<file path="src/rtl/alu_issue_if.sv">
// Issue-stage bus: upstream instruction/regfile handshake and the registered
// ALU-facing entry handed to the execute stage.
interface alu_issue_if #(
    parameter int XLEN = 32
);
    logic            flush;
    logic            in_valid;
    logic            in_ready;
    logic [31:0]     in_inst;
    logic [XLEN-1:0] in_pc;
    logic [XLEN-1:0] rs1_data;
    logic [XLEN-1:0] rs2_data;
    logic            out_valid;
    logic            out_ready;
    logic [3:0]      out_alu_op;
    logic [XLEN-1:0] out_oper1;
    logic [XLEN-1:0] out_oper2;
    logic [4:0]      out_rd;
    logic            out_wen;
    logic            out_branch;
    logic            out_illegal;

    // Driver side: feeds instructions and consumes the issued entry.
    modport master (
        output flush, in_valid, in_inst, in_pc, rs1_data, rs2_data, out_ready,
        input  in_ready, out_valid, out_alu_op, out_oper1, out_oper2,
               out_rd, out_wen, out_branch, out_illegal
    );

    // Issue stage side.
    modport slave (
        input  flush, in_valid, in_inst, in_pc, rs1_data, rs2_data, out_ready,
        output in_ready, out_valid, out_alu_op, out_oper1, out_oper2,
               out_rd, out_wen, out_branch, out_illegal
    );
endinterface

</file>
<file path="src/rtl/alu_issue_stage.sv">
// ALU issue stage: decodes RV32I ALU-class instructions (OP, OP-IMM, LUI,
// AUIPC, BRANCH) into an ALU op code and operands, held in a single-entry
// valid/ready pipeline register in front of the execute stage.
module alu_issue_stage #(
    parameter int XLEN = 32
) (
    input  logic        clk,
    input  logic        rst,
    alu_issue_if.slave  bus
);
    localparam logic [3:0] ALU_ADD  = 4'd0;
    localparam logic [3:0] ALU_SL   = 4'd1;
    localparam logic [3:0] ALU_XOR  = 4'd4;
    localparam logic [3:0] ALU_SR   = 4'd5;
    localparam logic [3:0] ALU_OR   = 4'd6;
    localparam logic [3:0] ALU_AND  = 4'd7;
    localparam logic [3:0] ALU_SEQ  = 4'd8;
    localparam logic [3:0] ALU_SNE  = 4'd9;
    localparam logic [3:0] ALU_SUB  = 4'd10;
    localparam logic [3:0] ALU_SRA  = 4'd11;
    localparam logic [3:0] ALU_SLT  = 4'd12;
    localparam logic [3:0] ALU_SGE  = 4'd13;
    localparam logic [3:0] ALU_SLTU = 4'd14;
    localparam logic [3:0] ALU_SGEU = 4'd15;

    localparam logic [6:0] OPC_OP     = 7'b0110011;
    localparam logic [6:0] OPC_OP_IMM = 7'b0010011;
    localparam logic [6:0] OPC_LUI    = 7'b0110111;
    localparam logic [6:0] OPC_AUIPC  = 7'b0010111;
    localparam logic [6:0] OPC_BRANCH = 7'b1100011;

    localparam logic [6:0] F7_ZERO = 7'b0000000;
    localparam logic [6:0] F7_ALT  = 7'b0100000;

    logic [6:0] opcode;
    logic [2:0] funct3;
    logic [6:0] funct7;
    logic [4:0] rd_field;
    logic signed [XLEN-1:0] imm_i;
    logic signed [XLEN-1:0] imm_u;
    logic [XLEN-1:0] shamt;

    assign opcode   = bus.in_inst[6:0];
    assign funct3   = bus.in_inst[14:12];
    assign funct7   = bus.in_inst[31:25];
    assign rd_field = bus.in_inst[11:7];
    assign imm_i    = XLEN'($signed(bus.in_inst[31:20]));
    assign imm_u    = XLEN'($signed({bus.in_inst[31:12], 12'b0}));
    assign shamt    = XLEN'(bus.in_inst[24:20]);

    logic [3:0]      dec_op_p0;
    logic [XLEN-1:0] dec_oper1_p0;
    logic [XLEN-1:0] dec_oper2_p0;
    logic [4:0]      dec_rd_p0;
    logic            dec_wen_p0;
    logic            dec_branch_p0;
    logic            dec_illegal_p0;

    logic            vld_p1;
    logic [3:0]      alu_op_p1;
    logic [XLEN-1:0] oper1_p1;
    logic [XLEN-1:0] oper2_p1;
    logic [4:0]      rd_p1;
    logic            wen_p1;
    logic            branch_p1;
    logic            illegal_p1;

    logic load;

    // Accept whenever the slot is empty or being drained this cycle.
    assign bus.in_ready = !vld_p1 || bus.out_ready;
    assign load         = bus.in_valid && bus.in_ready && !bus.flush;

    // Decode the incoming instruction into op code, operands and write-back info.
    always_comb begin
        logic ill;
        ill            = 1'b0;
        dec_op_p0      = ALU_ADD;
        dec_oper1_p0   = '0;
        dec_oper2_p0   = '0;
        dec_rd_p0      = '0;
        dec_wen_p0     = 1'b0;
        dec_branch_p0  = 1'b0;
        dec_illegal_p0 = 1'b0;
        unique case (opcode)
            OPC_OP: begin
                dec_oper1_p0 = bus.rs1_data;
                dec_oper2_p0 = bus.rs2_data;
                dec_rd_p0    = rd_field;
                dec_wen_p0   = 1'b1;
                unique case (funct3)
                    3'b000: begin
                        if (funct7 == F7_ZERO)     dec_op_p0 = ALU_ADD;
                        else if (funct7 == F7_ALT) dec_op_p0 = ALU_SUB;
                        else                       ill = 1'b1;
                    end
                    3'b101: begin
                        if (funct7 == F7_ZERO)     dec_op_p0 = ALU_SR;
                        else if (funct7 == F7_ALT) dec_op_p0 = ALU_SRA;
                        else                       ill = 1'b1;
                    end
                    default: begin
                        ill = (funct7 != F7_ZERO);
                        case (funct3)
                            3'b001:  dec_op_p0 = ALU_SL;
                            3'b010:  dec_op_p0 = ALU_SLT;
                            3'b011:  dec_op_p0 = ALU_SLTU;
                            3'b100:  dec_op_p0 = ALU_XOR;
                            3'b110:  dec_op_p0 = ALU_OR;
                            default: dec_op_p0 = ALU_AND;
                        endcase
                    end
                endcase
            end
            OPC_OP_IMM: begin
                dec_oper1_p0 = bus.rs1_data;
                dec_oper2_p0 = imm_i;
                dec_rd_p0    = rd_field;
                dec_wen_p0   = 1'b1;
                unique case (funct3)
                    3'b000: dec_op_p0 = ALU_ADD;
                    3'b010: dec_op_p0 = ALU_SLT;
                    3'b011: dec_op_p0 = ALU_SLTU;
                    3'b100: dec_op_p0 = ALU_XOR;
                    3'b110: dec_op_p0 = ALU_OR;
                    3'b111: dec_op_p0 = ALU_AND;
                    3'b001: begin
                        dec_op_p0    = ALU_SL;
                        dec_oper2_p0 = shamt;
                        ill          = (funct7 != F7_ZERO);
                    end
                    default: begin
                        // inst[30] picks arithmetic vs logical; every other funct7 bit must be clear.
                        dec_op_p0    = funct7[5] ? ALU_SRA : ALU_SR;
                        dec_oper2_p0 = shamt;
                        ill          = (funct7[6] || (funct7[4:0] != 5'b0));
                    end
                endcase
            end
            OPC_LUI: begin
                dec_oper2_p0 = imm_u;
                dec_rd_p0    = rd_field;
                dec_wen_p0   = 1'b1;
            end
            OPC_AUIPC: begin
                dec_oper1_p0 = bus.in_pc;
                dec_oper2_p0 = imm_u;
                dec_rd_p0    = rd_field;
                dec_wen_p0   = 1'b1;
            end
            OPC_BRANCH: begin
                dec_oper1_p0  = bus.rs1_data;
                dec_oper2_p0  = bus.rs2_data;
                dec_branch_p0 = 1'b1;
                unique case (funct3)
                    3'b000:  dec_op_p0 = ALU_SEQ;
                    3'b001:  dec_op_p0 = ALU_SNE;
                    3'b100:  dec_op_p0 = ALU_SLT;
                    3'b101:  dec_op_p0 = ALU_SGE;
                    3'b110:  dec_op_p0 = ALU_SLTU;
                    3'b111:  dec_op_p0 = ALU_SGEU;
                    default: ill = 1'b1;
                endcase
            end
            default: ill = 1'b1;
        endcase

        if (ill) begin
            dec_op_p0      = ALU_ADD;
            dec_oper1_p0   = '0;
            dec_oper2_p0   = '0;
            dec_rd_p0      = '0;
            dec_wen_p0     = 1'b0;
            dec_branch_p0  = 1'b0;
            dec_illegal_p0 = 1'b1;
        end
        // x0 is never written.
        if (dec_rd_p0 == 5'd0) dec_wen_p0 = 1'b0;
    end

    // ---- p0 -> p1: entry valid tracks load, drain and flush.
    always_ff @(posedge clk) begin
        if (rst || bus.flush) vld_p1 <= 1'b0;
        else if (load)        vld_p1 <= 1'b1;
        else if (bus.out_ready) vld_p1 <= 1'b0;
    end

    // Payload captures the decoded instruction only on load, otherwise holds.
    always_ff @(posedge clk) begin
        if (rst) begin
            alu_op_p1  <= ALU_ADD;
            oper1_p1   <= '0;
            oper2_p1   <= '0;
            rd_p1      <= '0;
            wen_p1     <= 1'b0;
            branch_p1  <= 1'b0;
            illegal_p1 <= 1'b0;
        end else if (load) begin
            alu_op_p1  <= dec_op_p0;
            oper1_p1   <= dec_oper1_p0;
            oper2_p1   <= dec_oper2_p0;
            rd_p1      <= dec_rd_p0;
            wen_p1     <= dec_wen_p0;
            branch_p1  <= dec_branch_p0;
            illegal_p1 <= dec_illegal_p0;
        end
    end

    assign bus.out_valid   = vld_p1;
    assign bus.out_alu_op  = alu_op_p1;
    assign bus.out_oper1   = oper1_p1;
    assign bus.out_oper2   = oper2_p1;
    assign bus.out_rd      = rd_p1;
    assign bus.out_wen     = wen_p1;
    assign bus.out_branch  = branch_p1;
    assign bus.out_illegal = illegal_p1;
endmodule

</file>
<file path="src/flat_wrapper.sv">
// flat-port wrapper written by rule: the top's interface ports become plain ports
module alu_issue_stage_flat 
#(
    parameter int XLEN = 32
)
  (clk, rst, bus_flush, bus_in_valid, bus_in_inst, bus_in_pc, bus_rs1_data, bus_rs2_data, bus_out_ready, bus_in_ready, bus_out_valid, bus_out_alu_op, bus_out_oper1, bus_out_oper2, bus_out_rd, bus_out_wen, bus_out_branch, bus_out_illegal);
  alu_issue_if #(.XLEN(XLEN)) bus_i ();
  input  logic clk;
  input  logic rst;
  input wire logic [$bits(bus_i.flush)-1:0] bus_flush;
  input wire logic [$bits(bus_i.in_valid)-1:0] bus_in_valid;
  input wire logic [$bits(bus_i.in_inst)-1:0] bus_in_inst;
  input wire logic [$bits(bus_i.in_pc)-1:0] bus_in_pc;
  input wire logic [$bits(bus_i.rs1_data)-1:0] bus_rs1_data;
  input wire logic [$bits(bus_i.rs2_data)-1:0] bus_rs2_data;
  input wire logic [$bits(bus_i.out_ready)-1:0] bus_out_ready;
  output wire logic [$bits(bus_i.in_ready)-1:0] bus_in_ready;
  output wire logic [$bits(bus_i.out_valid)-1:0] bus_out_valid;
  output wire logic [$bits(bus_i.out_alu_op)-1:0] bus_out_alu_op;
  output wire logic [$bits(bus_i.out_oper1)-1:0] bus_out_oper1;
  output wire logic [$bits(bus_i.out_oper2)-1:0] bus_out_oper2;
  output wire logic [$bits(bus_i.out_rd)-1:0] bus_out_rd;
  output wire logic [$bits(bus_i.out_wen)-1:0] bus_out_wen;
  output wire logic [$bits(bus_i.out_branch)-1:0] bus_out_branch;
  output wire logic [$bits(bus_i.out_illegal)-1:0] bus_out_illegal;
  assign bus_i.flush = bus_flush;
  assign bus_i.in_valid = bus_in_valid;
  assign bus_i.in_inst = bus_in_inst;
  assign bus_i.in_pc = bus_in_pc;
  assign bus_i.rs1_data = bus_rs1_data;
  assign bus_i.rs2_data = bus_rs2_data;
  assign bus_i.out_ready = bus_out_ready;
  assign bus_in_ready = bus_i.in_ready;
  assign bus_out_valid = bus_i.out_valid;
  assign bus_out_alu_op = bus_i.out_alu_op;
  assign bus_out_oper1 = bus_i.out_oper1;
  assign bus_out_oper2 = bus_i.out_oper2;
  assign bus_out_rd = bus_i.out_rd;
  assign bus_out_wen = bus_i.out_wen;
  assign bus_out_branch = bus_i.out_branch;
  assign bus_out_illegal = bus_i.out_illegal;
  alu_issue_stage #(.XLEN(XLEN)) u_core (.clk(clk), .rst(rst), .bus(bus_i));
endmodule
</file>
<file path="config.mk">
export PLATFORM = sky130hd
export DESIGN_NAME = alu_issue_stage_flat
export DESIGN_NICKNAME = d
export VERILOG_FILES = /design/src/rtl/alu_issue_if.sv /design/src/rtl/alu_issue_stage.sv /design/src/flat_wrapper.sv
export SDC_FILE = /design/constraint.sdc
export NUM_CORES = 1
export LEC_CHECK = 0
export ABC_AREA = 1
export CAP_MARGIN = 20
export CORE_ASPECT_RATIO = 2
export CORE_UTILIZATION = 55
export DETAILED_ROUTE_END_ITERATION = 7
export DONT_BUFFER_PORTS = 1
export GPL_ROUTABILITY_DRIVEN = 0
export PLACE_DENSITY = 0.73
export SLEW_MARGIN = 20
export SYNTH_ARGS = -nofsm -noshare
export SYNTH_HDL_FRONTEND = slang
export SYNTH_SLANG_ARGS = --single-unit
</file>
<file path="constraint.sdc">
create_clock -name clk -period 2.25 [get_ports clk]
set_input_delay 0.3375 -clock clk [delete_from_list [all_inputs] [get_ports clk]]
set_output_delay 0.3375 -clock clk [all_outputs]
set_load 0.05 [all_outputs]
</file>
### Gate families picked out

Scale: 6 px per µm.
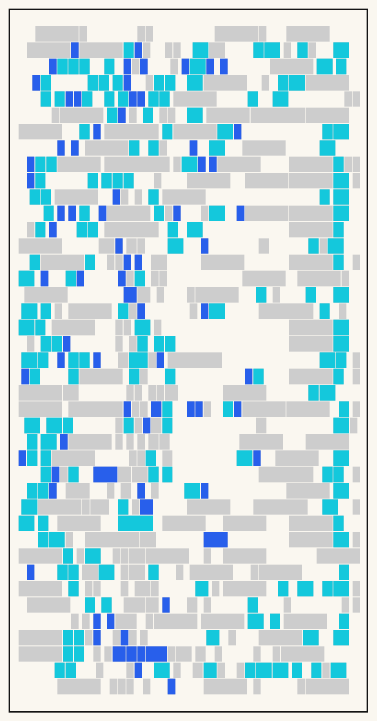
| family | colour | cells |
|---|---|---|
| aoi and oai cells | cyan | 183 |
| nor cells | blue | 75 |

### Clock nets

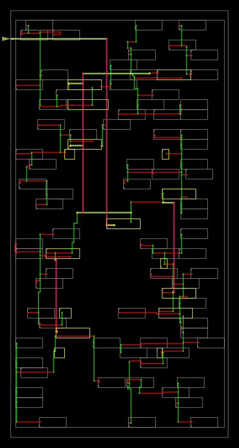
CTS Sinks: 77
Worst Clk Skew: 0.00542 ns
clock group total power: 0.00140 W
flip-flops: 77
insertion delay at the late pin of the worst-skew pair: 0.33 ns

### Register map, names as in the netlist

Scale: 4 px per µm.
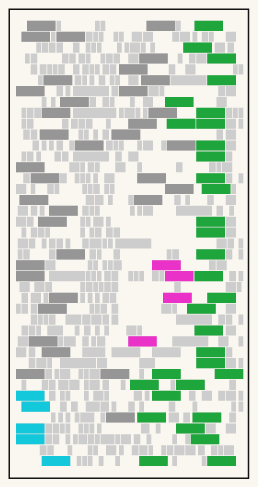
| name in the netlist | colour | sequential cells |
|---|---|---|
| `u_core.bus.out_rd` | cyan | 5 |
| `u_core.bus.out_oper1` | green | 32 |
| `u_core.bus.out_alu_op` | magenta | 4 |
not coloured: 36

==> summary.txt <==
run results: crit path launch type=input pin, status=complete, no violations, worst r2r src=u_core.bus.out_valid, ys async rst share=0, NetSw=~0.00065 W, Setup TNS=0 ns, grt total ovfl=0, FILL cells=roughly 600, final core occ=0.630, cells after synthesis=507, Synth Seq Share=0.425, Worst VDD drop=roughly 0.00052 V, CTS tree=done, Post-Synth XOR/XNOR Area=0, CP Max Fanout=17, simple share=0.198, Crit path largest cell delay=between 0.2 and 0.3 ns, Syn Nets=roughly 640, fp_density=0.570, Logic area=1790 µm², cell area power density=about 730 nW/µm², Yosys top cell by area=dfxtp_1, max-slew violation count=0, type of the worst min-delay path=in2reg, critical hold path startpoint=rst, first-pass GRT wire length=around 14000 µm, Distinct cells, synth=28, Static Leakage=approximately 1.5 nW, flop share of the area=0.385, Hold Path Depth=1, Max-slew headroom=0.481
### Local utilization

Scale: 3 px per µm. 6 x 12 tiles, from dark purple (low) to yellow (high), 0 to 100% covered.
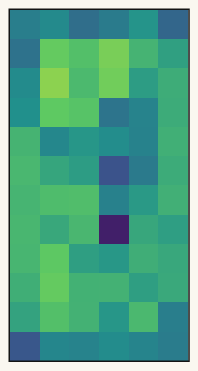
emptiest ninth of the die: centre
mean over tiles: 56%
fullest tile: 82%

### Wires at chosen ports, followed through buffers

Scale: 4 px per µm.
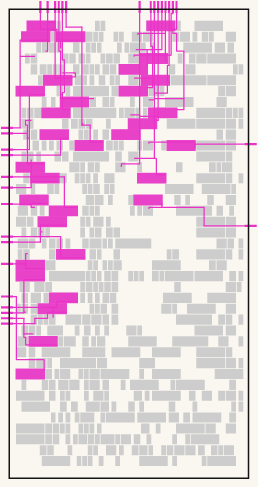
| port | colour | bits | direction | edge | end cells | buffers | wire |
|---|---|---|---|---|---|---|---|
| `bus_out_oper2` | magenta | 32 | output | 15 north, 15 west, 2 east | 32 | 0 | 800 µm |

[sequential cells by signal (all words and copies together), names as in the netlist]
name	cells
u_core.bus.out_alu_op	4
u_core.bus.out_branch	1
u_core.bus.out_illegal	1
u_core.bus.out_oper1	32
u_core.bus.out_oper2	32
u_core.bus.out_rd	5
u_core.bus.out_valid	1
u_core.bus.out_wen	1
[cell usage in the layout, fill, tap and decap left out, drive strengths merged]
cell type	Yosys	final
clkinv	1	4
nor3	3	3
inv	42	42
buf	7	11
a21boi	1	1
nor2	72	72
nand4	1	1
a31oi	3	3
bufinv	0	1
a22oi	51	51
a21oi	98	98
o211ai	2	2
nand3	12	12
dfxtp	77	77
clkinvlp	0	2
nand2	84	84
a211oi	1	1
clkbuf	25	10
o31ai	1	1
o21ai	26	26
[per-stage QoR]
| step | worst slack (ns) | area (µm²) | total power (W) |
|---|---|---|---|
| floorplan | 0.307 | 3630 | 0.00153 |
| global placement | 0.0694 | 3700 | 0.00154 |
| detailed placement | 0.00396 | 3710 | 0.00154 |
| CTS | 0.353 | 4010 | 0.00293 |
| global route | 0.197 | 4010 | 0.00300 |
| finish | 0.360 | 4010 | 0.00291 |
[layer usage]
metal,share of wire,GRT usage
met4,0.029,0.143
met2,0.55,0.491
met5,0,0
met1,0.35,0.259
met3,0.077,0.0714
[power groups by stage]
stage	Combinational, W	Clock [W]	Sequential, W
global route	0.000125	0.00148	0.00140
finish	0.000111	0.00140	0.00140
CTS	0.000111	0.00142	0.00140
detailed placement	0.000110	0	0.00143
global placement	0.000108	0	0.00143
floorplan	0.000102	0	0.00143
[critical path, delay by kind of cell]
family | cells | cell delay (ns)
AND-OR/OR-AND | 1 | 0.20
AND/OR/NAND/NOR | 8 | 1.15
buffers and inverters | 3 | 0.43
Power and IR drop assume default switching activity.
